File: config.mk
export PLATFORM = sky130hd
export DESIGN_NAME = break_sequencer
export DESIGN_NICKNAME = d
export VERILOG_FILES = /design/src/rtl/break_sequencer.sv
export SDC_FILE = /design/constraint.sdc
export NUM_CORES = 1
export LEC_CHECK = 0
export CAP_MARGIN = 0
export CORE_ASPECT_RATIO = 1.75
export CORE_MARGIN = 5
export CORE_UTILIZATION = 46
export CTS_BUF_LIST = sky130_fd_sc_hd__clkbuf_8
export CTS_CLUSTER_DIAMETER = 100
export CTS_CLUSTER_SIZE = 25
export DETAILED_ROUTE_END_ITERATION = 16
export PLACE_DENSITY = 0.79
export SLEW_MARGIN = 20
export SYNTH_ARGS = -nofsm -noshare
export SYNTH_HDL_FRONTEND = slang
export SYNTH_SLANG_ARGS = --single-unit
File: constraint.sdc
create_clock -name clk -period 1.95 [get_ports clk]
set_input_delay 0.39 -clock clk [delete_from_list [all_inputs] [get_ports clk]]
set_output_delay 0.39 -clock clk [all_outputs]
set_load 0.1 [all_outputs]
File: src/rtl/break_sequencer.sv
// Debug run-control sequencer: programs breakpoints, detects halts, issues continue pulses.
// Optional single-step support (counter, step_pend, STEP_RUN) is built when BREAK_SEQ_STEP_EN is defined.
module break_sequencer #(
    parameter int STEP_W = 16,
    parameter int CNT_W  = 8
) (
    input  logic              clk,
    input  logic              reset_n,
    input  logic              cmd_valid,
    output logic              cmd_ready,
    input  logic [2:0]        cmd_op,
    input  logic [31:0]       cmd_data,
    input  logic              stop_clk,
    output logic              break_continue,
    output logic [31:0]       inst_break,
    output logic [31:0]       data_break,
    output logic              inst_break_pc_en,
    output logic              inst_break_en,
    output logic              data_break_rd_en,
    output logic              data_break_wr_en,
    output logic              force_stop,
    output logic              halted,
    output logic [CNT_W-1:0]  halt_count
);

    localparam logic [2:0] OP_SET_IBRK = 3'd1;
    localparam logic [2:0] OP_SET_DBRK = 3'd2;
    localparam logic [2:0] OP_SET_EN   = 3'd3;
    localparam logic [2:0] OP_CONTINUE = 3'd4;
    localparam logic [2:0] OP_STEP     = 3'd5;
    localparam logic [2:0] OP_HALT     = 3'd6;
    localparam logic [2:0] OP_CLR      = 3'd7;

    typedef enum logic [2:0] {
        S_RUN      = 3'd0,
        S_HALTED   = 3'd1,
        S_CONT     = 3'd2,
        S_WAIT_RUN = 3'd3,
        S_STEP_RUN = 3'd4
    } state_t;

    state_t           state;
    state_t           state_nxt;
    logic             fire;
    logic             op_cont;
    logic             op_halt;
    logic             op_clr;
    logic             halt_entry;
    logic             force_nxt;
    logic [CNT_W-1:0] count_nxt;

    assign cmd_ready = (state == S_RUN) || (state == S_HALTED) || (state == S_STEP_RUN);
    assign fire      = cmd_valid && cmd_ready;
    assign op_halt   = fire && (cmd_op == OP_HALT);
    assign op_clr    = fire && (cmd_op == OP_CLR);

`ifdef BREAK_SEQ_STEP_EN
    logic              op_step;
    logic              step_pend;
    logic [STEP_W-1:0] step_cnt;
    logic              step_done;

    assign op_cont   = fire && (cmd_op == OP_CONTINUE);
    assign op_step   = fire && (cmd_op == OP_STEP);
    // Counter only advances on cycles the core actually ran, so a breakpoint always beats expiry.
    assign step_done = (state == S_STEP_RUN) && !stop_clk && (step_cnt <= STEP_W'(1));
`else
    // Without step support, STEP is treated exactly like CONTINUE.
    assign op_cont   = fire && ((cmd_op == OP_CONTINUE) || (cmd_op == OP_STEP));
`endif

    always_ff @(posedge clk or negedge reset_n) begin
        if (!reset_n) begin
            state <= S_RUN;
        end else begin
            state <= state_nxt;
        end
    end

    always_comb begin
        state_nxt = state;
        case (state)
            S_RUN: begin
                if (stop_clk || op_halt) state_nxt = S_HALTED;
            end
            S_HALTED: begin
                if (op_cont) state_nxt = S_CONT;
`ifdef BREAK_SEQ_STEP_EN
                else if (op_step) state_nxt = S_CONT;
`endif
            end
            S_CONT: begin
                state_nxt = S_WAIT_RUN;
            end
            S_WAIT_RUN: begin
                if (stop_clk) state_nxt = S_HALTED;
`ifdef BREAK_SEQ_STEP_EN
                else if (step_pend) state_nxt = S_STEP_RUN;
`endif
                else state_nxt = S_RUN;
            end
`ifdef BREAK_SEQ_STEP_EN
            S_STEP_RUN: begin
                if (stop_clk || op_halt || step_done) state_nxt = S_HALTED;
            end
`endif
            default: state_nxt = S_RUN;
        endcase
    end

    always_comb begin
        force_nxt = force_stop;
        if (state_nxt == S_CONT) begin
            force_nxt = 1'b0;
        end else if (((state == S_RUN) || (state == S_STEP_RUN)) && op_halt) begin
            force_nxt = 1'b1;
        end
`ifdef BREAK_SEQ_STEP_EN
        else if (step_done) begin
            force_nxt = 1'b1;
        end
`endif
        halt_entry = (state_nxt == S_HALTED) && (state != S_HALTED);
        count_nxt  = halt_count;
        if (op_clr) begin
            count_nxt = '0;
        end else if (halt_entry && (halt_count != '1)) begin
            count_nxt = halt_count + 1'b1;
        end
    end

    always_ff @(posedge clk or negedge reset_n) begin
        if (!reset_n) begin
            halted         <= 1'b0;
            break_continue <= 1'b0;
            force_stop     <= 1'b0;
            halt_count     <= '0;
        end else begin
            halted         <= (state_nxt == S_HALTED);
            break_continue <= (state_nxt == S_CONT);
            force_stop     <= force_nxt;
            halt_count     <= count_nxt;
        end
    end

    always_ff @(posedge clk or negedge reset_n) begin
        if (!reset_n) begin
            inst_break       <= '0;
            data_break       <= '0;
            inst_break_pc_en <= 1'b0;
            inst_break_en    <= 1'b0;
            data_break_rd_en <= 1'b0;
            data_break_wr_en <= 1'b0;
        end else if (fire) begin
            case (cmd_op)
                OP_SET_IBRK: inst_break <= cmd_data;
                OP_SET_DBRK: data_break <= cmd_data;
                OP_SET_EN: begin
                    {data_break_wr_en, data_break_rd_en, inst_break_en, inst_break_pc_en} <= cmd_data[3:0];
                end
                OP_CLR: begin
                    inst_break_pc_en <= 1'b0;
                    inst_break_en    <= 1'b0;
                    data_break_rd_en <= 1'b0;
                    data_break_wr_en <= 1'b0;
                end
                default: ;
            endcase
        end
    end

`ifdef BREAK_SEQ_STEP_EN
    always_ff @(posedge clk or negedge reset_n) begin
        if (!reset_n) begin
            step_pend <= 1'b0;
            step_cnt  <= '0;
        end else begin
            case (state)
                S_HALTED: begin
                    if (op_step) begin
                        step_pend <= 1'b1;
                        step_cnt  <= (cmd_data[STEP_W-1:0] == '0) ? STEP_W'(1) : cmd_data[STEP_W-1:0];
                    end
                end
                S_WAIT_RUN: begin
                    step_pend <= 1'b0;
                    if (stop_clk) step_cnt <= '0;
                end
                S_STEP_RUN: begin
                    if (stop_clk || op_halt) step_cnt <= '0;
                    else step_cnt <= step_cnt - 1'b1;
                end
                default: ;
            endcase
        end
    end
`endif

endmodule
==> flow_metrics.env <==
# yosys + openroad results
export IMPL_ys_top_cells_by_area="dfrtp_1, mux2_2, mux2_1"
export IMPL_n_all_inverters=3
export IMPL_switching_share_pct=53.2
export IMPL_nClkBuffers=11
export IMPL_fill_cells=522
export IMPL_xor_share_pct=0.533
export IMPL_fmaxAchievable_mhz=523
export IMPL_power_uw=8050
export IMPL_synth_seq_share_pct=62.4
export IMPL_grtUsageMet2_pct=34.1
export IMPL_synth_cell_types=34
export IMPL_simple_gate_share_pct=7.53
export IMPL_ys_flop_type="dfrtp_1"
export IMPL_path_buffers=1
export IMPL_path_clk_slew_ns=0.08
export IMPL_dr_pass1_iters=4
export IMPL_synth_adder_area_share_pct=0.381
export IMPL_syn_avg_cell_area_um2=14.7
export IMPL_cts_resized=0
export IMPL_portBuffers=118
export IMPL_hold_buffers=1
export IMPL_hold_end="inst_break[12]$_DFFE_PN0P_"
export IMPL_fin_util_pct=70.8
export IMPL_critical_path_top_delay_family="AND-OR/OR-AND gates"
export IMPL_finalSetupTns_ns=0
export IMPL_clk_path_buf_depth=2
export IMPL_hold_violations=0
export IMPL_seq_area_share_pct=42.3
export IMPL_power_density_nw_per_um2=1650
export IMPL_r2r_start="halt_count[1]$_DFFE_PN0P_"
export IMPL_wl_per_cell_um=17.3
export IMPL_slowest_stage="dfrtp_4"
export IMPL_yosysChipArea_um2=3290
export IMPL_die_w_um=73.9
export IMPL_nNetsFinal=409
export IMPL_register_area_um2=2070
export IMPL_leakage_uw=0.00223
export IMPL_p_int_uw=3770
export IMPL_enable_flop_cells=0
export IMPL_chipArea_um2=9010
export IMPL_rrSetupSlack_ns=0.04
export IMPL_grt_pass1_wl_um=12700
export IMPL_crit_arrival_ns=2.18
export IMPL_endpoint="halt_count[2]$_DFFE_PN0P_"
export IMPL_numPlacedInstances=440
export IMPL_power_frac_comb_pct=55.1
export IMPL_nNonClkBuffers=143
export IMPL_cts_sinks=82
export IMPL_finalMaxSlewViolations=0
export IMPL_seqPwrFrac_pct=29.5
export IMPL_synth_compound_gate_area_share_pct=4.87
export IMPL_power_switching_uw=4280
export IMPL_power_group_top="combinational logic"
export IMPL_most_common_cell="dfrtp_1"
export IMPL_root_buffer="clkbuf_8"
export IMPL_routed_via_density=5.14
export IMPL_comb_cell_share_pct=24.8
export IMPL_layout_top_cell="buf_4"
export IMPL_mi_logic_area_um2=1210
export IMPL_critical_path_cell_chain="ha_4, and3_4, a211oi_4, o21ai_4, buf_6, or3_1, a21oi_1"
export IMPL_critPathMaxFanout=8
export IMPL_yosys_area_top_type="dfrtp_1"
export IMPL_antennaDiodeCount=0
export IMPL_rr_endpoint="halt_count[2]$_DFFE_PN0P_"
export IMPL_dominant_cells="sequential cells"
export IMPL_drive_above_1_share_pct=48.1
export IMPL_cp_end_kind="flip-flop"
export IMPL_postLayoutCellArea_um2=4890
export IMPL_busiest_layer="met2"
export IMPL_gp_congestion=0.795
export IMPL_wl_met1_um=2710
export IMPL_top_level_ports=119
export IMPL_final_cells=458
export IMPL_grt_max_degree=37
export IMPL_wl_met3_um=513
export IMPL_netlist_area_um2=3290
export IMPL_antenna_left=0
export IMPL_fp_util_pct=47.6
export IMPL_ys_warn_count=0
export IMPL_lay_top_cells="buf_4, dfrtp_1, mux2_2, clkdlybuf4s50_1, mux2_1"
export IMPL_mux_share_pct=21.9
export IMPL_clock_skew_ns=0.00732
export IMPL_clock_power_uw=1240
export IMPL_cts_tree="built"
export IMPL_critPathMaxStageDelay_ns=0.49
export IMPL_path_depth=7
export IMPL_synth_logic_top_family="multiplexers"
export IMPL_cp_startpoint="halt_count[1]$_DFFE_PN0P_"
export IMPL_core_um2=6910
export IMPL_outcome="finished clean"
export IMPL_synthCells=224
export IMPL_route_detailed_drc=0
export IMPL_die_h_um=122
export IMPL_finalClockPeriodUsage_pct=98.1
export IMPL_whs_ns=0.488
export IMPL_crit_type="reg -> reg"
export IMPL_grt_antenna_before_repair=0
export IMPL_synthArstFlopShare_pct=100
export IMPL_post_cts_buffers=0
export IMPL_topRoutingLayerUsed="met4"
export IMPL_globalRouteOverflowTotal=0
export IMPL_ys_flops=82
export IMPL_top_area_share_pct=62.4
export IMPL_wl_met2_um=4560
export IMPL_reg_top3="data_break (32), inst_break (32), halt_count (8)"
export IMPL_r2r_cells=7
export IMPL_numCtsBuffers=9
export IMPL_cp_data_required_time_ns=2.22
export IMPL_taps=84
**Metal 2**

Drawn at 4 px/um.
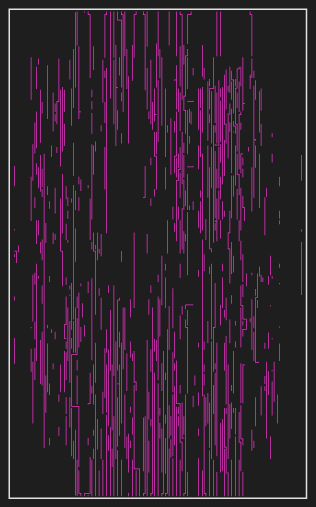
wire length on this layer: 4560 um
main direction: vertical
longest straight run: 73.4 um
share of all routed wire: 57%
nets with wire on the layer: 393
WL final: 7940 um
Vias: 2356

**Signal wires on met3**

Drawn at 6 px/um.
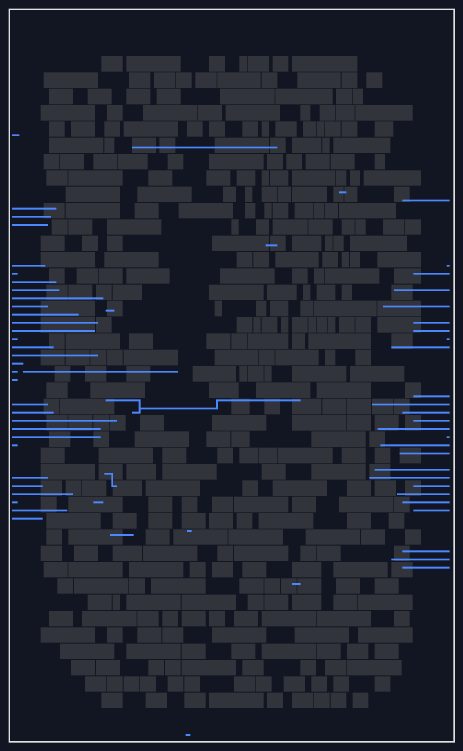
share of all routed wire: 6.5%
nets with wire on the layer: 62
M3 GR Usage: 5.20%

**Signal wires on met1**

Drawn at 4 px/um. Supply wires on this layer in gray.
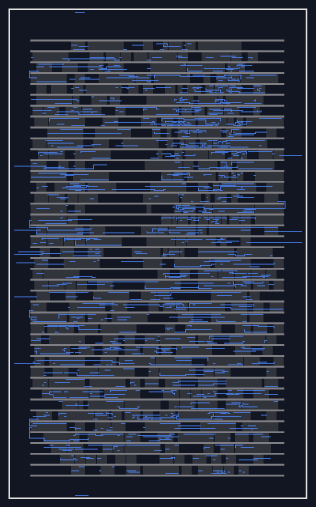
share of all routed wire: 34%
nets with wire on the layer: 337
met1 usage: 18.9%

